Power grid:
Scale: 10 px per µm. Pins as bars on the die edge. Tap cells in gray.
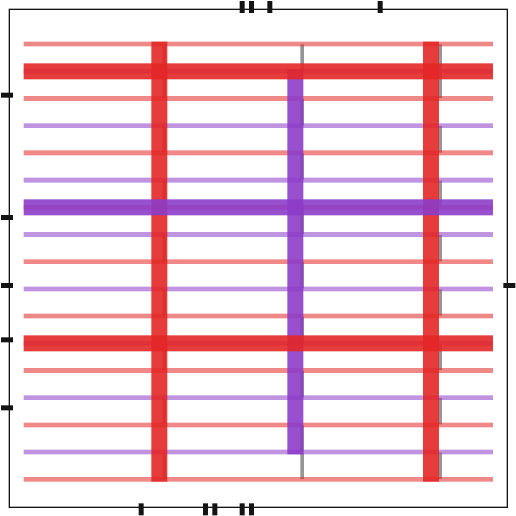
Placement by cell class:
Scale: 10 px per µm. Fill, decap, tap and diode cells in gray.
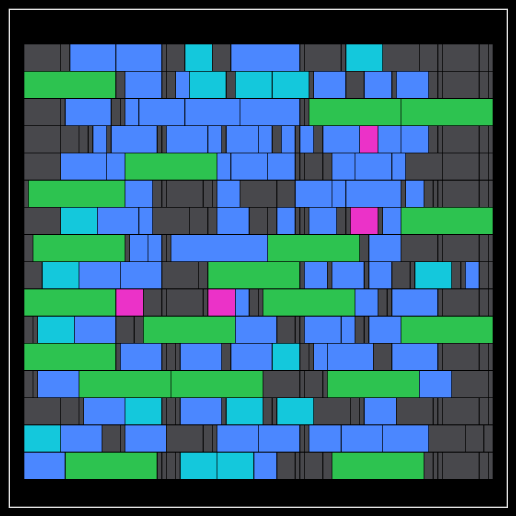
Clock distribution:
Scale: 8 px per µm.
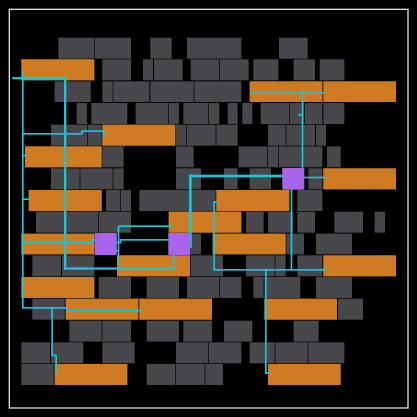
Wiring by layer:
Scale: 10 px per µm.
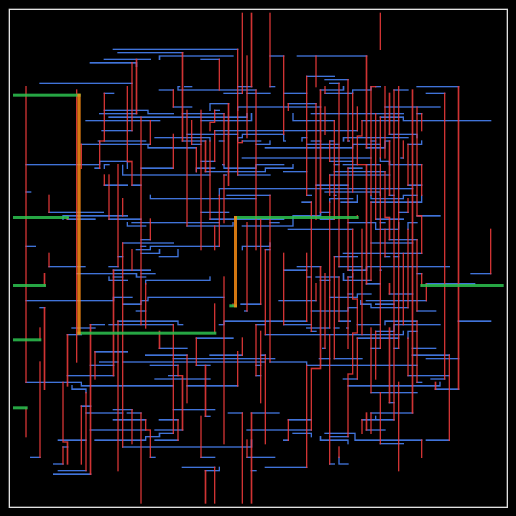
Congestion heat map:
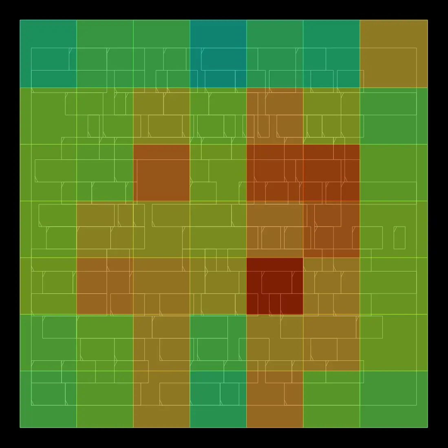
`src/rtl/uart_pkg.sv`:
```
// Shared UART constants: tx FSM state codes,
// oversampling ratio and stop-bit tick lengths.
package uart_pkg;

  typedef logic [2:0] state_t;

  localparam state_t IDLE   = 3'd0;
  localparam state_t START  = 3'd1;
  localparam state_t DATA   = 3'd2;
  localparam state_t STOP   = 3'd3;
  localparam state_t PARITY = 3'd4;

  localparam int OVERSAMPLE = 16;

  localparam int STOP_1   = 16;
  localparam int STOP_1P5 = 24;
  localparam int STOP_2   = 32;

endpackage

```
`src/rtl/uart_tx_fifo_drain_if.sv`:
```
// FIFO read port between the tx byte FIFO (slave)
// and the transmitter that drains it (master).
interface uart_tx_fifo_drain_if #(
  parameter int DBIT = 8
);

  logic            fifo_empty;
  logic [DBIT-1:0] fifo_r_data;
  logic            fifo_rd;

  modport master (
    input  fifo_empty,
    input  fifo_r_data,
    output fifo_rd
  );

  modport slave (
    output fifo_empty,
    output fifo_r_data,
    input  fifo_rd
  );

endinterface

```
`src/rtl/uart_tx_fifo_drain.sv`:
```
// UART transmitter draining the tx FIFO, paced by a 16x tick.
// Define UART_TX_PARITY_EN to add an even parity bit.
module uart_tx_fifo_drain
  import uart_pkg::*;
#(
  parameter int DBIT    = 8,
  parameter int SB_TICK = STOP_1
) (
  input  logic                 clk,
  input  logic                 reset,
  input  logic                 s_tick,
  uart_tx_fifo_drain_if.master fifo,
  output logic                 tx,
  output logic                 tx_busy
);

  localparam logic [4:0] LAST_TICK = 5'(OVERSAMPLE - 1);
  localparam logic [4:0] STOP_LAST = 5'(SB_TICK - 1);
  localparam logic [2:0] LAST_BIT  = 3'(DBIT - 1);

  state_t          state;
  logic [4:0]      tick_cnt;
  logic [2:0]      bit_cnt;
  logic [DBIT-1:0] shift_reg;
  logic            pop;
  logic            bit_end;

  assign pop     = (state == IDLE) & ~fifo.fifo_empty & ~reset;
  assign bit_end = s_tick & (tick_cnt == LAST_TICK);

  assign fifo.fifo_rd = pop;
  assign tx_busy      = (state != IDLE);

`ifdef UART_TX_PARITY_EN
  logic parity;

  always_ff @(posedge clk or posedge reset) begin
    if (reset)
      parity <= 1'b0;
    else if (pop)
      parity <= ^fifo.fifo_r_data;
  end
`endif

  always_ff @(posedge clk or posedge reset) begin
    if (reset) begin
      state     <= IDLE;
      tick_cnt  <= '0;
      bit_cnt   <= '0;
      shift_reg <= '0;
      tx        <= 1'b1;
    end else begin
      case (state)
        IDLE: begin
          if (pop) begin
            shift_reg <= fifo.fifo_r_data;
            tick_cnt  <= '0;
            tx        <= 1'b0;
            state     <= START;
          end
        end
        START: begin
          if (bit_end) begin
            tick_cnt <= '0;
            bit_cnt  <= '0;
            tx       <= shift_reg[0];
            state    <= DATA;
          end else if (s_tick) begin
            tick_cnt <= tick_cnt + 5'd1;
          end
        end
        DATA: begin
          if (bit_end) begin
            tick_cnt <= '0;
            if (bit_cnt == LAST_BIT) begin
`ifdef UART_TX_PARITY_EN
              tx    <= parity;
              state <= PARITY;
`else
              tx    <= 1'b1;
              state <= STOP;
`endif
            end else begin
              shift_reg <= shift_reg >> 1;
              bit_cnt   <= bit_cnt + 3'd1;
              tx        <= shift_reg[1];
            end
          end else if (s_tick) begin
            tick_cnt <= tick_cnt + 5'd1;
          end
        end
`ifdef UART_TX_PARITY_EN
        PARITY: begin
          if (bit_end) begin
            tick_cnt <= '0;
            tx       <= 1'b1;
            state    <= STOP;
          end else if (s_tick) begin
            tick_cnt <= tick_cnt + 5'd1;
          end
        end
`endif
        STOP: begin
          // Stop length is SB_TICK, not a full 16-tick bit
          if (s_tick && tick_cnt == STOP_LAST) begin
            tick_cnt <= '0;
            state    <= IDLE;
          end else if (s_tick) begin
            tick_cnt <= tick_cnt + 5'd1;
          end
        end
        default: begin
          tx    <= 1'b1;
          state <= IDLE;
        end
      endcase
    end
  end

endmodule

```
`src/flat_wrapper.sv`:
```
// flat-port wrapper written by rule: the top's interface ports become plain ports
module uart_tx_fifo_drain_flat import uart_pkg::*;
#(
  parameter int DBIT    = 8,
  parameter int SB_TICK = STOP_1
)
  (clk, reset, s_tick, tx, tx_busy, fifo_fifo_empty, fifo_fifo_r_data, fifo_fifo_rd);
  uart_tx_fifo_drain_if #(.DBIT(DBIT)) fifo_i ();
  input  logic clk;
  input  logic reset;
  input  logic s_tick;
  output logic tx;
  output logic tx_busy;
  input wire logic [$bits(fifo_i.fifo_empty)-1:0] fifo_fifo_empty;
  input wire logic [$bits(fifo_i.fifo_r_data)-1:0] fifo_fifo_r_data;
  output wire logic [$bits(fifo_i.fifo_rd)-1:0] fifo_fifo_rd;
  assign fifo_i.fifo_empty = fifo_fifo_empty;
  assign fifo_i.fifo_r_data = fifo_fifo_r_data;
  assign fifo_fifo_rd = fifo_i.fifo_rd;
  uart_tx_fifo_drain #(.DBIT(DBIT), .SB_TICK(SB_TICK)) u_core (.clk(clk), .reset(reset), .s_tick(s_tick), .fifo(fifo_i), .tx(tx), .tx_busy(tx_busy));
endmodule
```
`config.mk`:
```
export PLATFORM = sky130hd
export DESIGN_NAME = uart_tx_fifo_drain_flat
export DESIGN_NICKNAME = d
export VERILOG_FILES = /design/src/rtl/uart_pkg.sv /design/src/rtl/uart_tx_fifo_drain_if.sv /design/src/rtl/uart_tx_fifo_drain.sv /design/src/flat_wrapper.sv
export SDC_FILE = /design/constraint.sdc
export NUM_CORES = 1
export LEC_CHECK = 0
export CAP_MARGIN = 20
export CORE_UTILIZATION = 54
export CTS_CLUSTER_DIAMETER = 60
export DETAILED_ROUTE_END_ITERATION = 10
export PLACE_DENSITY_LB_ADDON = 0.12
export SYNTH_ARGS = -nofsm -noshare
export SYNTH_HDL_FRONTEND = slang
export SYNTH_SLANG_ARGS = --single-unit
```
`constraint.sdc`:
```
create_clock -name clk -period 2.5 [get_ports clk]
set_clock_uncertainty 0.2 [all_clocks]
set_input_delay 0.25 -clock clk [delete_from_list [all_inputs] [get_ports clk]]
set_output_delay 0.25 -clock clk [all_outputs]
set_load 0.005 [all_outputs]
```
==> summary.rpt <==
RUN METRICS
----------------------------------------------------
[Cells and area]
  Non-Clock Buffer Area Fraction ........................ a little over a tenth
  Max FFs per register ........................ 8
  Non-clock buffer count in the final layout ........................ 16
  Post-route cell area ........................ roughly 1400 µm²
  Most frequent logic cells in the routed design ........................ mux2_2 (18), dfrtp_1 (18), clkdlybuf4s50_1 (14)
  Layout overhead on the synthesized area ........................ 16.33%
  Number of clock buffers in the layout ........................ 3
  Share of layout cells above drive strength 1 ........................ ~29%
  Number of sequential storage elements ........................ 19

[Critical path]
  Largest delay contributor family on the critical path ........................ buffers and inverters
  Crit path capture type ........................ primary output
  Slowest stage delay, CP ........................ between 0.5 and 0.6 ns
  CP Buf/Inv Count ........................ 2
  Reg-to-reg slack, setup ........................ roughly 0.25 ns
  Crit Path Class ........................ flip-flop to primary output
  Master of the slowest instance on the critical path ........................ clkdlybuf4s50_1
  WP depth ........................ 4
  Required time of the critical path ........................ ~2.1 ns

[Power and ir drop]
  IR Drop Worst-Case VDD ........................ 679.0 µV
  Total power ........................ around 1.6 mW
  Internal Dissipation ........................ ~990 µW

[Status]
  Status ........................ completed

[Die]
  Total die area ........................ 2465 µm²
  Die Height ........................ ~50 µm

[Yosys]
  Post-synth seq share ........................ 38.88%
  Total of flip-flops plus latches after synthesis ........................ 19
  Unique masters post-synth ........................ 35

[Routing]
  Metal1 wirelength ........................ ~1000 µm
  Final ANT Viol Nets ........................ 0
  Top routing layer in use ........................ met4

[CTS]
  Clock root cell ........................ clkbuf_4
  CTS H-tree depth ........................ 1
  Cts-stage hold buffer count ........................ 0
  Cts bufs inserted ........................ 3

[Global routing]
  Vias in the first global route ........................ around 910
  Sum of overflow across all layers after global routing ........................ 0

[Timing]
  Aggregate negative setup slack ........................ 0 ns
  Final cycle utilization of the critical path ........................ ~94%
  Relative slew margins ........................ 49.33%

[Placed design]
  Placement-stage worst setup slack ........................ between 0.2 and 0.3 ns
  Quantity of I/O buffers inserted on ports ........................ 14

----------------------------------------------------
About 'power grid':
| net | color |
|---|---|
| VSS | red |
| VDD | purple |
met5 straps: 3
tap cells: 27
signal pins: 15
rows: 16

About 'placement by cell class':
| class | color | cells | share of their area |
|---|---|---|---|
| remaining buffers and delay cells | cyan | 16 | 11% |
| sequential cells | green | 19 | 34% |
| clock drivers and dummy loads | magenta | 4 | 2.0% |
| combinational and other logic | blue | 82 | 53% |

About 'clock distribution':
[clock wires] cyan | length: 238 µm
[clock drivers] purple | count: 3
[flip-flops] orange | count: 19
routed clock nets: 4

About 'wiring by layer':
| layer | color | wire length |
|---|---|---|
| metal 2 | red | 1210 µm |
| metal 3 | green | 52.4 µm |
| metal 4 | orange | 32.6 µm |
| metal 1 | blue | 1010 µm |
Overall Global Routing Usage: 22.35%
routed len/inst: 15.57 µm
DRT Wirelength: 2304 µm

About 'congestion heat map':
gr busiest metal: met2
met2 Usage GRT: 39.86%
fraction of met1 tracks used by global routing: 25.10%
end-of-flow core utilization: 69.85%
met3 capacity usage during global routing: 5.864%

Power is estimated from default activity; no workload was simulated.
